<file path="src/rtl/ex_mem_pipe_if.sv">
// EX->MEM stage bundle: EX-side beat in, MEM-side head beat out, flush and stall counter.
// Latency: none, wires only.
// Backpressure: in_valid/in_ready on the EX side, out_valid/out_ready on the MEM side.
interface ex_mem_pipe_if #(
  parameter int WORD_SIZE = 32,
  parameter int REG_SEL   = 5,
  parameter int CNT_W     = 16
);
  // EX side
  logic                 in_valid;
  logic                 in_ready;
  logic                 flush;
  logic [WORD_SIZE-1:0] branch_target;
  logic [WORD_SIZE-1:0] alu_result;
  logic [WORD_SIZE-1:0] rdata2;
  logic [REG_SEL-1:0]   rd;
  logic                 en_write_reg;
  logic                 alu_zero;
  logic                 alu_pos;
  logic                 branch;
  logic                 mem_read;
  logic                 mem_write;
  logic                 write_source;

  // MEM side
  logic                 out_valid;
  logic                 out_ready;
  logic [WORD_SIZE-1:0] branch_target_q;
  logic [WORD_SIZE-1:0] alu_result_q;
  logic [WORD_SIZE-1:0] rdata2_q;
  logic [REG_SEL-1:0]   rd_q;
  logic                 en_write_reg_q;
  logic                 alu_zero_q;
  logic                 alu_pos_q;
  logic                 branch_q;
  logic                 mem_read_q;
  logic                 mem_write_q;
  logic                 write_source_q;
  logic                 br_taken_q;
  logic [CNT_W-1:0]     stall_cnt;

  // Pipeline stage view
  modport slave (
    input  in_valid, flush, branch_target, alu_result, rdata2, rd,
           en_write_reg, alu_zero, alu_pos, branch, mem_read, mem_write,
           write_source, out_ready,
    output in_ready, out_valid, branch_target_q, alu_result_q, rdata2_q, rd_q,
           en_write_reg_q, alu_zero_q, alu_pos_q, branch_q, mem_read_q,
           mem_write_q, write_source_q, br_taken_q, stall_cnt
  );

  // Surrounding EX producer / MEM consumer view
  modport master (
    output in_valid, flush, branch_target, alu_result, rdata2, rd,
           en_write_reg, alu_zero, alu_pos, branch, mem_read, mem_write,
           write_source, out_ready,
    input  in_ready, out_valid, branch_target_q, alu_result_q, rdata2_q, rd_q,
           en_write_reg_q, alu_zero_q, alu_pos_q, branch_q, mem_read_q,
           mem_write_q, write_source_q, br_taken_q, stall_cnt
  );
endinterface

</file>
<file path="src/rtl/ex_mem_pipe.sv">
// EX/MEM pipeline register with valid/ready handshake, flush and saturating stall counter.
// Latency: one cycle from accept to head output when empty; EX_MEM_SKID_EN selects a 2-entry skid buffer.
// Backpressure: default in_ready = out_ready | ~out_valid (comb); skid build uses a registered in_ready, low when full.
module ex_mem_pipe #(
  parameter int WORD_SIZE = 32,
  parameter int NUM_REGS  = 32,
  parameter int REG_SEL   = $clog2(NUM_REGS),
  parameter int CNT_W     = 16
) (
  input  logic            clk,
  input  logic            rst,
  ex_mem_pipe_if.slave    bus
);

  typedef struct packed {
    logic [WORD_SIZE-1:0] branch_target;
    logic [WORD_SIZE-1:0] alu_result;
    logic [WORD_SIZE-1:0] rdata2;
    logic [REG_SEL-1:0]   rd;
    logic                 en_write_reg;
    logic                 alu_zero;
    logic                 alu_pos;
    logic                 branch;
    logic                 mem_read;
    logic                 mem_write;
    logic                 write_source;
  } beat_t;

  beat_t            in_beat;
  beat_t            head_q;
  logic             out_valid_w;
  logic             in_ready_w;
  logic             accept;
  logic             drain;
  logic [CNT_W-1:0] stall_cnt_q;
  logic [CNT_W-1:0] stall_cnt_d;

  // Collect the EX-side fields into one beat word
  always_comb begin
    in_beat               = '0;
    in_beat.branch_target = bus.branch_target;
    in_beat.alu_result    = bus.alu_result;
    in_beat.rdata2        = bus.rdata2;
    in_beat.rd            = bus.rd;
    in_beat.en_write_reg  = bus.en_write_reg;
    in_beat.alu_zero      = bus.alu_zero;
    in_beat.alu_pos       = bus.alu_pos;
    in_beat.branch        = bus.branch;
    in_beat.mem_read      = bus.mem_read;
    in_beat.mem_write     = bus.mem_write;
    in_beat.write_source  = bus.write_source;
  end

  assign accept = bus.in_valid & in_ready_w;
  assign drain  = out_valid_w & bus.out_ready;

`ifdef EX_MEM_SKID_EN
  typedef enum logic [1:0] {
    S_EMPTY = 2'd0,
    S_ONE   = 2'd1,
    S_TWO   = 2'd2
  } state_t;

  state_t state_q;
  state_t state_d;
  beat_t  tail_q;
  logic   in_ready_q;
  logic   load_head;
  logic   load_tail;
  logic   shift_up;

  // State register; in_ready is registered from the next state so it never depends on out_ready
  always_ff @(posedge clk or negedge rst) begin
    if (!rst) begin
      state_q    <= S_EMPTY;
      in_ready_q <= 1'b0;
    end else begin
      state_q    <= state_d;
      in_ready_q <= (state_d != S_TWO);
    end
  end

  // Next-state: flush wins over any simultaneous accept or drain
  always_comb begin
    state_d = state_q;
    if (bus.flush) begin
      state_d = S_EMPTY;
    end else begin
      case (state_q)
        S_EMPTY: if (accept) state_d = S_ONE;
        S_ONE: begin
          if (accept && !drain)      state_d = S_TWO;
          else if (drain && !accept) state_d = S_EMPTY;
        end
        S_TWO:   if (drain) state_d = S_ONE;
        default: state_d = S_EMPTY;
      endcase
    end
  end

  // Output decode: head valid, ready and the slot load/shift strobes
  always_comb begin
    out_valid_w = (state_q != S_EMPTY);
    in_ready_w  = in_ready_q;
    load_head   = accept & ~bus.flush &
                  ((state_q == S_EMPTY) | ((state_q == S_ONE) & drain));
    load_tail   = accept & ~bus.flush & (state_q == S_ONE) & ~drain;
    shift_up    = drain & ~bus.flush & (state_q == S_TWO);
  end

  // Payload slots move only on accept or when the head drains out of a full buffer
  always_ff @(posedge clk or negedge rst) begin
    if (!rst) begin
      head_q <= '0;
      tail_q <= '0;
    end else begin
      if (load_head)     head_q <= in_beat;
      else if (shift_up) head_q <= tail_q;
      if (load_tail)     tail_q <= in_beat;
    end
  end
`else
  logic full_q;
  logic alive_q;

  // Holds in_ready low until the first edge after reset release
  always_ff @(posedge clk or negedge rst) begin
    if (!rst) alive_q <= 1'b0;
    else      alive_q <= 1'b1;
  end

  // Single holding register; flush empties it and discards the incoming beat
  always_ff @(posedge clk or negedge rst) begin
    if (!rst) begin
      full_q <= 1'b0;
      head_q <= '0;
    end else begin
      if (bus.flush)  full_q <= 1'b0;
      else if (accept) full_q <= 1'b1;
      else if (drain)  full_q <= 1'b0;
      if (accept && !bus.flush) head_q <= in_beat;
    end
  end

  assign out_valid_w = full_q;
  assign in_ready_w  = alive_q & (bus.out_ready | ~full_q);
`endif

  // Stall counter saturates at all-ones and is untouched by flush
  always_comb begin
    stall_cnt_d = stall_cnt_q;
    if (out_valid_w && !bus.out_ready && !(&stall_cnt_q))
      stall_cnt_d = stall_cnt_q + CNT_W'(1);
  end

  // Stall counter register
  always_ff @(posedge clk or negedge rst) begin
    if (!rst) stall_cnt_q <= '0;
    else      stall_cnt_q <= stall_cnt_d;
  end

  assign bus.in_ready        = in_ready_w;
  assign bus.out_valid       = out_valid_w;
  assign bus.stall_cnt       = stall_cnt_q;
  assign bus.branch_target_q = head_q.branch_target;
  assign bus.alu_result_q    = head_q.alu_result;
  assign bus.rdata2_q        = head_q.rdata2;
  assign bus.rd_q            = head_q.rd;
  assign bus.alu_zero_q      = head_q.alu_zero;
  assign bus.alu_pos_q       = head_q.alu_pos;
  assign bus.branch_q        = head_q.branch;
  assign bus.write_source_q  = head_q.write_source;
  // Side-effecting controls are forced low when no beat is presented
  assign bus.en_write_reg_q  = head_q.en_write_reg & out_valid_w;
  assign bus.mem_read_q      = head_q.mem_read & out_valid_w;
  assign bus.mem_write_q     = head_q.mem_write & out_valid_w;
  assign bus.br_taken_q      = head_q.branch & head_q.alu_zero & out_valid_w;

endmodule
</file>
<file path="src/flat_wrapper.sv">
// flat-port wrapper written by rule: the top's interface ports become plain ports
module ex_mem_pipe_flat 
#(
  parameter int WORD_SIZE = 32,
  parameter int NUM_REGS  = 32,
  parameter int REG_SEL   = $clog2(NUM_REGS),
  parameter int CNT_W     = 16
)
  (clk, rst, bus_in_valid, bus_flush, bus_branch_target, bus_alu_result, bus_rdata2, bus_rd, bus_en_write_reg, bus_alu_zero, bus_alu_pos, bus_branch, bus_mem_read, bus_mem_write, bus_write_source, bus_out_ready, bus_in_ready, bus_out_valid, bus_branch_target_q, bus_alu_result_q, bus_rdata2_q, bus_rd_q, bus_en_write_reg_q, bus_alu_zero_q, bus_alu_pos_q, bus_branch_q, bus_mem_read_q, bus_mem_write_q, bus_write_source_q, bus_br_taken_q, bus_stall_cnt);
  ex_mem_pipe_if #(.WORD_SIZE(WORD_SIZE), .REG_SEL(REG_SEL), .CNT_W(CNT_W)) bus_i ();
  input  logic clk;
  input  logic rst;
  input wire logic [$bits(bus_i.in_valid)-1:0] bus_in_valid;
  input wire logic [$bits(bus_i.flush)-1:0] bus_flush;
  input wire logic [$bits(bus_i.branch_target)-1:0] bus_branch_target;
  input wire logic [$bits(bus_i.alu_result)-1:0] bus_alu_result;
  input wire logic [$bits(bus_i.rdata2)-1:0] bus_rdata2;
  input wire logic [$bits(bus_i.rd)-1:0] bus_rd;
  input wire logic [$bits(bus_i.en_write_reg)-1:0] bus_en_write_reg;
  input wire logic [$bits(bus_i.alu_zero)-1:0] bus_alu_zero;
  input wire logic [$bits(bus_i.alu_pos)-1:0] bus_alu_pos;
  input wire logic [$bits(bus_i.branch)-1:0] bus_branch;
  input wire logic [$bits(bus_i.mem_read)-1:0] bus_mem_read;
  input wire logic [$bits(bus_i.mem_write)-1:0] bus_mem_write;
  input wire logic [$bits(bus_i.write_source)-1:0] bus_write_source;
  input wire logic [$bits(bus_i.out_ready)-1:0] bus_out_ready;
  output wire logic [$bits(bus_i.in_ready)-1:0] bus_in_ready;
  output wire logic [$bits(bus_i.out_valid)-1:0] bus_out_valid;
  output wire logic [$bits(bus_i.branch_target_q)-1:0] bus_branch_target_q;
  output wire logic [$bits(bus_i.alu_result_q)-1:0] bus_alu_result_q;
  output wire logic [$bits(bus_i.rdata2_q)-1:0] bus_rdata2_q;
  output wire logic [$bits(bus_i.rd_q)-1:0] bus_rd_q;
  output wire logic [$bits(bus_i.en_write_reg_q)-1:0] bus_en_write_reg_q;
  output wire logic [$bits(bus_i.alu_zero_q)-1:0] bus_alu_zero_q;
  output wire logic [$bits(bus_i.alu_pos_q)-1:0] bus_alu_pos_q;
  output wire logic [$bits(bus_i.branch_q)-1:0] bus_branch_q;
  output wire logic [$bits(bus_i.mem_read_q)-1:0] bus_mem_read_q;
  output wire logic [$bits(bus_i.mem_write_q)-1:0] bus_mem_write_q;
  output wire logic [$bits(bus_i.write_source_q)-1:0] bus_write_source_q;
  output wire logic [$bits(bus_i.br_taken_q)-1:0] bus_br_taken_q;
  output wire logic [$bits(bus_i.stall_cnt)-1:0] bus_stall_cnt;
  assign bus_i.in_valid = bus_in_valid;
  assign bus_i.flush = bus_flush;
  assign bus_i.branch_target = bus_branch_target;
  assign bus_i.alu_result = bus_alu_result;
  assign bus_i.rdata2 = bus_rdata2;
  assign bus_i.rd = bus_rd;
  assign bus_i.en_write_reg = bus_en_write_reg;
  assign bus_i.alu_zero = bus_alu_zero;
  assign bus_i.alu_pos = bus_alu_pos;
  assign bus_i.branch = bus_branch;
  assign bus_i.mem_read = bus_mem_read;
  assign bus_i.mem_write = bus_mem_write;
  assign bus_i.write_source = bus_write_source;
  assign bus_i.out_ready = bus_out_ready;
  assign bus_in_ready = bus_i.in_ready;
  assign bus_out_valid = bus_i.out_valid;
  assign bus_branch_target_q = bus_i.branch_target_q;
  assign bus_alu_result_q = bus_i.alu_result_q;
  assign bus_rdata2_q = bus_i.rdata2_q;
  assign bus_rd_q = bus_i.rd_q;
  assign bus_en_write_reg_q = bus_i.en_write_reg_q;
  assign bus_alu_zero_q = bus_i.alu_zero_q;
  assign bus_alu_pos_q = bus_i.alu_pos_q;
  assign bus_branch_q = bus_i.branch_q;
  assign bus_mem_read_q = bus_i.mem_read_q;
  assign bus_mem_write_q = bus_i.mem_write_q;
  assign bus_write_source_q = bus_i.write_source_q;
  assign bus_br_taken_q = bus_i.br_taken_q;
  assign bus_stall_cnt = bus_i.stall_cnt;
  ex_mem_pipe #(.WORD_SIZE(WORD_SIZE), .NUM_REGS(NUM_REGS), .REG_SEL(REG_SEL), .CNT_W(CNT_W)) u_core (.clk(clk), .rst(rst), .bus(bus_i));
endmodule
</file>
<file path="config.mk">
export PLATFORM = sky130hd
export DESIGN_NAME = ex_mem_pipe_flat
export DESIGN_NICKNAME = d
export VERILOG_FILES = /design/src/rtl/ex_mem_pipe_if.sv /design/src/rtl/ex_mem_pipe.sv /design/src/flat_wrapper.sv
export SDC_FILE = /design/constraint.sdc
export NUM_CORES = 1
export LEC_CHECK = 0
export CORE_MARGIN = 10
export CORE_UTILIZATION = 39
export DETAILED_ROUTE_END_ITERATION = 10
export GPL_TIMING_DRIVEN = 1
export HOLD_SLACK_MARGIN = 0.05
export MAX_ROUTING_LAYER = met4
export PLACE_DENSITY = 0.81
export SYNTH_ARGS = -nofsm -noshare
export SYNTH_HDL_FRONTEND = slang
export SYNTH_SLANG_ARGS = --single-unit
</file>
<file path="constraint.sdc">
create_clock -name clk -period 1.6 [get_ports clk]
set_clock_uncertainty 0.2 [all_clocks]
set_input_delay 0.32 -clock clk [delete_from_list [all_inputs] [get_ports clk]]
set_output_delay 0.32 -clock clk [all_outputs]
set_load 0.01 [all_outputs]
</file>
Clock wires, drivers and flops:
Drawn at 4 px/µm.
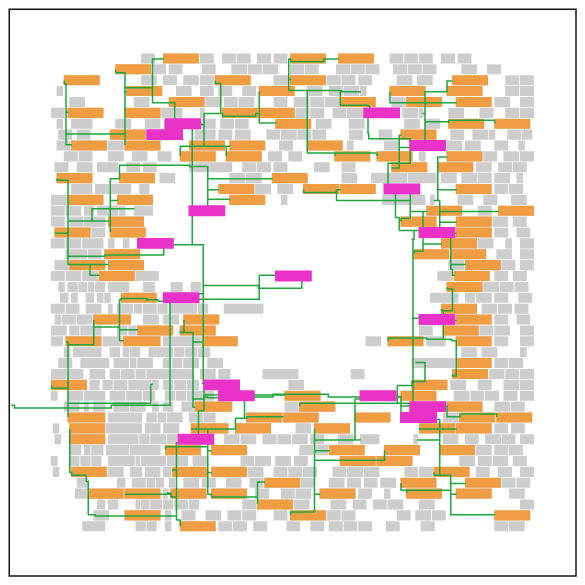
- orange: flip-flops (count 126)
- magenta: cells driving clock nets (count 17)
- green: clock wires (length 1650 µm)
- routed clock nets: 18
- flops lie: widely spread
Clock net power: 3870 µW
fraction of power consumed by the clock network: 0.354
worst skew pair latency: 400 ps

Supply network:
Drawn at 3 px/µm. Pins as bars on the die edge.
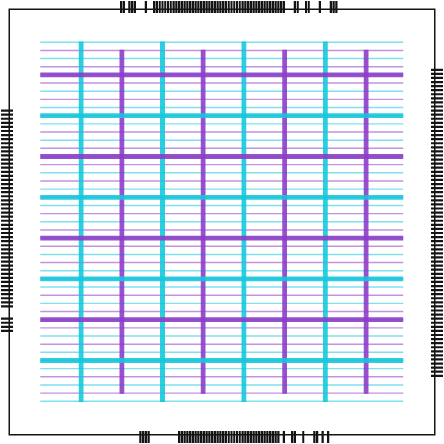
- purple: VDD
- cyan: VSS
- rows: 44
- signal pins: 240
- met5 straps: 8
- met4 straps: 8
Core Area: 14500 µm²
Chip Width: 141 µm

Cells coloured by class:
Drawn at 3 px/µm. Fill, decap, tap and diode cells in grey.
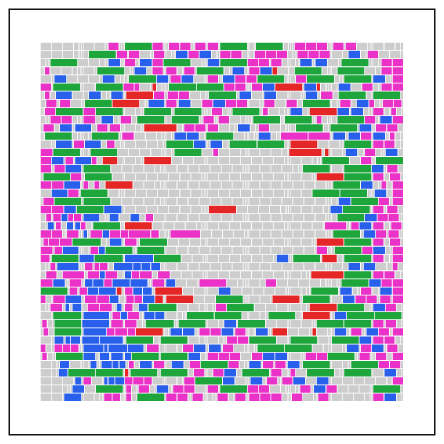
- red: clock drivers and dummy loads (cells 31; share of their area 6.9%)
- green: flip-flops (cells 126; share of their area 37%)
- magenta: other buffers and delay cells (cells 296; share of their area 33%)
- blue: all other logic (cells 174; share of their area 23%)
fin area: 8790 µm²
final core occ: 0.607

Routing congestion:
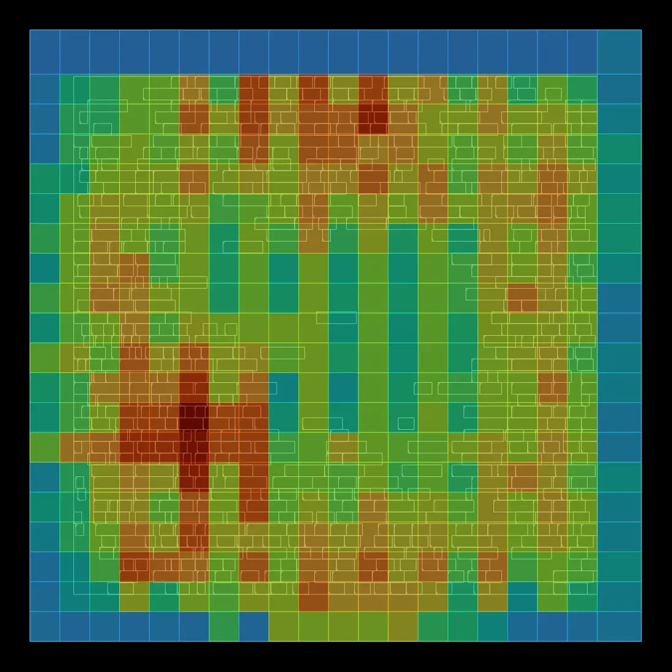
grt peak-use layer: met2
M3 GR Usage: 0.0611
gr usage total: 0.153
routing usage on met1: 0.167

Sequential cells coloured by netlist name:
Drawn at 3 px/µm.
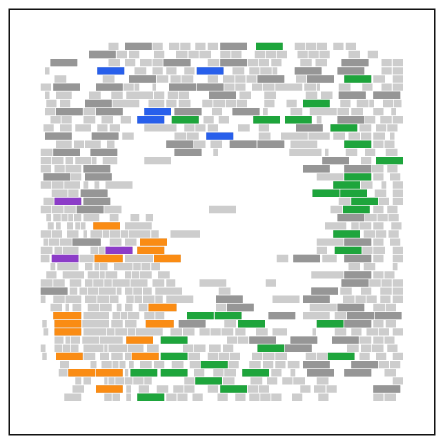
- green: u_core.bus.alu_result_q (flops 32)
- purple: u_core.head_q (flops 3)
- orange: u_core.bus.stall_cnt (flops 16)
- blue: u_core.bus.rd_q (flops 5)
FF+latch area: 3160 µm²
Seq group: 4160 µW
sequential cell area share: 0.359

==> qor.yml <==
route:
  dr_wl_met2_um: 7890
  post-route-drc-count: 0
  num_vias: 3693
  viasPerCell: 4.55
  highest_layer: "met4"
  drt_pass1_iterations: 4
  postRouteAntennaNets: 0
  wl_um: 15600
  m1WireLength_um: 6270
  dr_wl_met3_um: 1190
worst_setup_path:
  endpoint_kind: "flip-flop"
  critPathTopFamily: "buffers and inverters"
  worst-path-stages: 7
  endpoint: "u_core.head_q[1]"
  crit_type: "flip-flop to flip-flop"
  reg2reg_slack_ps: -240
  worst-endpoint-required_ps: 1690
  path_max_fanout: 20
  r2r_start: "u_core.bus.out_valid"
  cp.arrival_ps: 1930
  crit_buf_inv: 3
  critPathLaunchType: "flip-flop"
  critPathLaunch: "u_core.bus.out_valid"
  reg2reg_to: "u_core.head_q[1]"
  cp_slowest_cell: "dfrtp_2"
sta:
  slew_violations: 0
  hold_viol: 0
  setup_ws_ps: -240
  finalCritPeriodShare: 1.15
  whs_ps: 140
  fin_crit_ps: 1840
  rsz0062_at_grt: "yes"
  setup_viol: 131
place:
  post_dp_cell_area_um2: 7840
  gp_congestion: 0.853
  dp.cells: 755
  portBuffers: 239
  dpl.hpwl_um: 11100
pwr:
  totalPowerFinal_uw: 10900
  combPwrFrac: 0.265
  p_per_area_nw_per_um2: 1240
  powerComb_uw: 2890
  pwr-share-seq: 0.381
  p_sw_uw: 2790
  irDropWorstVdd_uv: 616
  switching_share: 0.256
  top_power_group: "registers"
  internal_power_uw: 8130
die:
  die-area_um2: 20000
  fp_util: 0.396
  nWellTaps: 184
  io_pins: 240
  row_count: 44
yosys:
  ys_sh_aoi: 0.0105
  syn_inst: 413
  synthTopCellsByCount: "126 x dfrtp_1, 110 x buf_4, 101 x mux2_2"
  synth_area_um2: 5740
  synth_cell_type_count: 36
  yosys-stat-cells: 413
  synth_area_per_cell_um2: 13.9
  synth_area_leader_cell: "dfrtp_1"
  ys_sh_mux: 0.223
  yosys_register_bits: 126
  ys_sh_adder: 0.00218
  flop_cell: "dfrtp_1"
  area_leaders: "dfrtp_1 55%, mux2_2 20%, buf_4 14%, mux2_4 2.4%, xnor2_1 0.92%"
  ys_top_logic_family: "multiplexers"
  top_cell: "dfrtp_1"
  async_flop_share: 1.00
  synth-xor-area-share: 0.0183
  seq_area_frac_synth: 0.549
  yosys_warnings: 0
  top_area_frac: 0.549
  simple_gate_share: 0.0445
finish:
  syn2layout_area_growth_pct: 53.2
  drive_above_1_share: 0.429
  signal_buffers: 296
  lay_top_cells: "121 x dfrtp_1, 110 x clkdlybuf4s50_1, 97 x mux2_2, 85 x clkdlybuf4s15_1, 32 x buf_4"
  logic_gates: 173
  flops: 126
  clkCellAreaFrac: 0.0674
  clkbuf_count: 25
  largest_cell_class: "registers"
  antennaDiodeCount: 0
  final_common_cell: "dfrtp_1"
  logic_area_um2: 1950
  comb_area_frac: 0.222
run_status:
  violations: "setup timing"
  status: "complete, but fails checks"
global_route:
  grt_max_degree: 55
  use_met2: 0.249
  antenna_found_initial: 0
  grt_pass1_wl_um: 23600
  grt_pass1_vias: 4280
  grt_overflow: 0
clock_network:
  cts_buffer_depth: 2
  post_cts_buffers: 18
  hold_buffers: 1
  cts-root-buf: "clkbuf_16"
  numCtsBuffers: 17
  clock_sink_count: 126
  cts_tree: "done"
  ctsResizeCount: 325
  clk_pin_slew_ps: 60
min_path:
  hold_class: "input port to async pin"
Power is estimated from default activity; no workload was simulated.
